==> images/zoom.png <==
Region (32, 25) to (57, 50) um. Cells in grey, sequential cells in the stronger grey; small squares are vias.
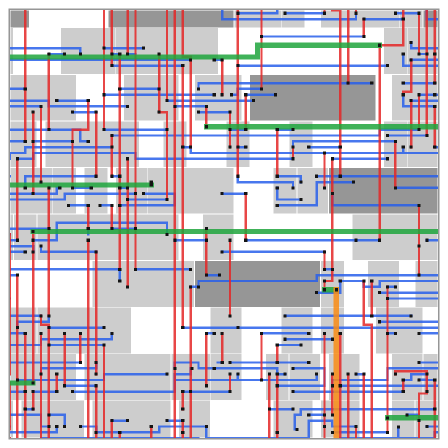
==> images/final_clocks.png <==
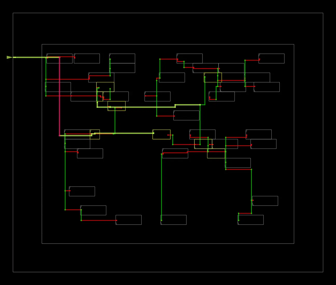
==> images/clock_map.png <==
Scale: 6 px per um.
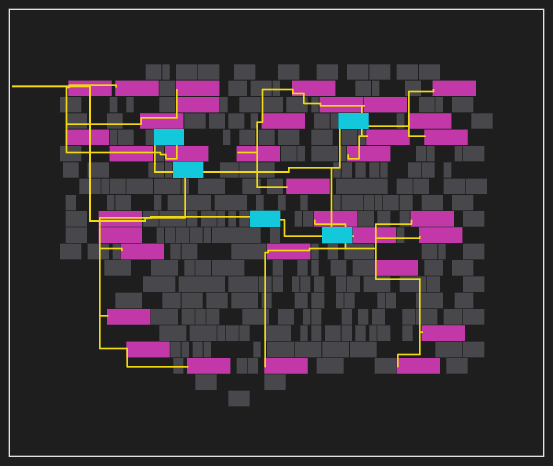
$ cat src/rtl/xs3_stream_decoder.sv
// Excess-3 digit stream receiver: decodes each digit to BCD, accumulates the
// number in binary and presents the result on a valid/ready port.
module xs3_stream_decoder #(
    parameter int unsigned DIGITS = 4,
    parameter int unsigned OUT_W  = 14
) (
    input  logic                          clk,
    input  logic                          rst,
    input  logic                          in_valid,
    output logic                          in_ready,
    input  logic [3:0]                    in_code,
    input  logic                          in_last,
    output logic                          out_valid,
    input  logic                          out_ready,
    output logic [OUT_W-1:0]              out_bin,
    output logic [4*DIGITS-1:0]           out_bcd,
    output logic [$clog2(DIGITS+1)-1:0]   out_ndig,
    output logic                          out_err
);

    localparam int unsigned CNT_W = $clog2(DIGITS + 1);
    localparam int unsigned BCD_W = 4 * DIGITS;

    typedef enum logic {ST_ACC = 1'b0, ST_HOLD = 1'b1} state_t;

    state_t             r_state;
    logic [OUT_W-1:0]   r_acc;
    logic [BCD_W-1:0]   r_bcd;
    logic [CNT_W-1:0]   r_count;
    logic               r_err;

    logic               w_accept;
    logic               w_code_ok;
    logic               w_room;
    logic [3:0]         w_digit;
    logic [OUT_W-1:0]   w_acc_next;

    // Handshake depends only on state and reset, never on the output side
    assign in_ready   = (r_state == ST_ACC) && !rst;
    assign w_accept   = in_valid && in_ready;
    assign w_code_ok  = (in_code >= 4'd3) && (in_code <= 4'd12);
    assign w_room     = r_count < CNT_W'(DIGITS);
    assign w_digit    = in_code - 4'd3;
    assign w_acc_next = (r_acc << 3) + (r_acc << 1) + OUT_W'(w_digit);

    always_ff @(posedge clk) begin
        if (rst) begin
            r_state <= ST_ACC;
            r_acc   <= '0;
            r_bcd   <= '0;
            r_count <= '0;
            r_err   <= 1'b0;
        end else begin
            case (r_state)
                ST_ACC: begin
                    if (w_accept) begin
                        // Invalid codes and digits beyond capacity are dropped but flagged
                        if (w_code_ok && w_room) begin
                            r_acc   <= w_acc_next;
                            r_bcd   <= {r_bcd[BCD_W-5:0], w_digit};
                            r_count <= r_count + CNT_W'(1);
                        end else begin
                            r_err <= 1'b1;
                        end
                        if (in_last) begin
                            r_state <= ST_HOLD;
                        end
                    end
                end
                ST_HOLD: begin
                    if (out_ready) begin
                        r_state <= ST_ACC;
                        r_acc   <= '0;
                        r_bcd   <= '0;
                        r_count <= '0;
                        r_err   <= 1'b0;
                    end
                end
                default: r_state <= ST_ACC;
            endcase
        end
    end

    assign out_valid = (r_state == ST_HOLD);
    assign out_bin   = r_acc;
    assign out_bcd   = r_bcd;
    assign out_ndig  = r_count;
    assign out_err   = r_err;

endmodule

$ cat config.mk
export PLATFORM = sky130hd
export DESIGN_NAME = xs3_stream_decoder
export DESIGN_NICKNAME = d
export VERILOG_FILES = /design/src/rtl/xs3_stream_decoder.sv
export SDC_FILE = /design/constraint.sdc
export NUM_CORES = 1
export LEC_CHECK = 0
export CAP_MARGIN = 5
export CORE_ASPECT_RATIO = 0.8
export CORE_MARGIN = 8
export CORE_UTILIZATION = 45
export CTS_CLUSTER_DIAMETER = 50
export DETAILED_ROUTE_END_ITERATION = 12
export GPL_TIMING_DRIVEN = 0
export PLACE_DENSITY = 0.76
export SKIP_LAST_GASP = 1
export SLEW_MARGIN = 0
export SYNTH_ARGS = -nofsm -noshare
export SYNTH_HDL_FRONTEND = slang
export SYNTH_SLANG_ARGS = --single-unit
$ cat constraint.sdc
create_clock -name clk -period 3 [get_ports clk]
set_input_delay 0.6 -clock clk [delete_from_list [all_inputs] [get_ports clk]]
set_output_delay 0.6 -clock clk [all_outputs]
set_load 0.01 [all_outputs]
==> git commit body <==
Record implementation results from latest flow run

- According to the timing report, the arrival time at the worst endpoint equals 3.20 ns.
* Largest stage delay on the critical path: 0.47 ns
* Final Instance Area: 0.00258 mm2
- After layout the signal buffers, clock cells excluded, come to 18.6% of cell area.
- Die Size: 0.00660 mm2
- The finished layout reports a core utilization of 62.5%.
- Routability congestion estimate from global placement: 0.850
* Yosys top cell by area: sky130_fd_sc_hd__dfxtp_1
* VDD IR max: 0.000295 V
- Checking hold timing, the worst path is listed with class register to register.
- Per the area breakdown, the dominant cell category is logic gates.
- The script extracted a net switching power of 262 uW.
- Looking at the hold checks, the worst path lands on out_bin[13]$_SDFFE_PP0P_.
* Clock net power: 353 uW
- Number of flops mapped to enable cells by yosys: 0
* Startpoint class of the critical path: primary input
- Global-route layer with the greatest usage: met2
* Min setup slack post-route: 0.0129 ns
- Highest Clock Rate: 335 MHz
* Max-cap viol count: 0
- Filler cell count in the final layout: 373
* Horizontal die size: 88.8 um
- Highest-count logic cell in the final layout: sky130_fd_sc_hd__clkdlybuf4s50_1
* Post-synth top cells: sky130_fd_sc_hd__dfxtp_1 (34), sky130_fd_sc_hd__nor2_1 (27), sky130_fd_sc_hd__ha_1 (25)
- The via count of the first global-routing pass is 1,676.
- Detailed routing placed a total of 2.23 mm of wire on met2.
- According to the cell report, flip-flops and latches in the layout number 34.
- The run finished with clean final reports.
* Fraction of area in registers: 26.4%
* Crit path buffers/inverters: 2
- Avg Vias per Cell: 5.50
- Crit path launch: in_code[1]
- Setup TNS: 0 ns
* Antenna diode count: 0
* Cts-stage hold buffer count: 0
- CTS built an H-tree with a depth of 2.
- Met2 track utilization from global routing: 23.2%
- The cell that appears most often on the critical path is sky130_fd_sc_hd__ha_2.
- Ranking logic cells in the layout by count gives the top entries sky130_fd_sc_hd__clkdlybuf4s50_1 (40), sky130_fd_sc_hd__dfxtp_1 (34), sky130_fd_sc_hd__nor2_1 (27), sky130_fd_sc_hd__ha_1 (23), sky130_fd_sc_hd__a21oi_1 (21).
* Data required time at the worst endpoint: 3.21 ns
- Count of buffers inserted at the top-level ports: 44
- The startpoint identified for the worst register-to-register timing path is out_bin[2]$_SDFFE_PP0P_.
* Clk slew on worst S/H paths: 0.08 ns
About zoom.png:
Key: met1 = blue; met4 = orange; met3 = green; met2 = red
49 logic cells have their middle in the window. Sequential cells in the window: 3. Most frequent: a21oi_1 (8), nor2_1 (4).

About final_clocks.png:
clk sink count: 34
worst setup skew after layout: 0.00722 ns

About clock_map.png:
Key: flip-flops = magenta [count 34]; cells driving clock nets = cyan [count 5]; clock wires = yellow [length 448 um]
There are 6 routed clock nets.

-- worst max-delay path by stage --
stage	cells after the start	to
floorplan	10	out_bin[10]$_SDFFE_PP0P_
global placement	11	out_bin[10]$_SDFFE_PP0P_
detailed placement	12	out_bin[10]$_SDFFE_PP0P_
CTS	11	out_bin[6]$_SDFFE_PP0P_
global route	12	out_bin[6]$_SDFFE_PP0P_
finish	12	out_bin[6]$_SDFFE_PP0P_
-- state kept, by name, summed over array words and instances, names as in the netlist --
register and count:
out_bcd 15, out_bin 14, out_err 1, out_ndig 3, out_valid 1
-- cells by family after synthesis --
kind of cell	Yosys count	share of synthesized area, %
compound gates	65	22.2
xor+xnor	5	2.29
fa+ha+maj	27	18.5
buf+inv	16	3.41
flops	34	35.6
simple gates	68	18.0
Power figures rest on the tool's default switching activity, not on a simulated workload.
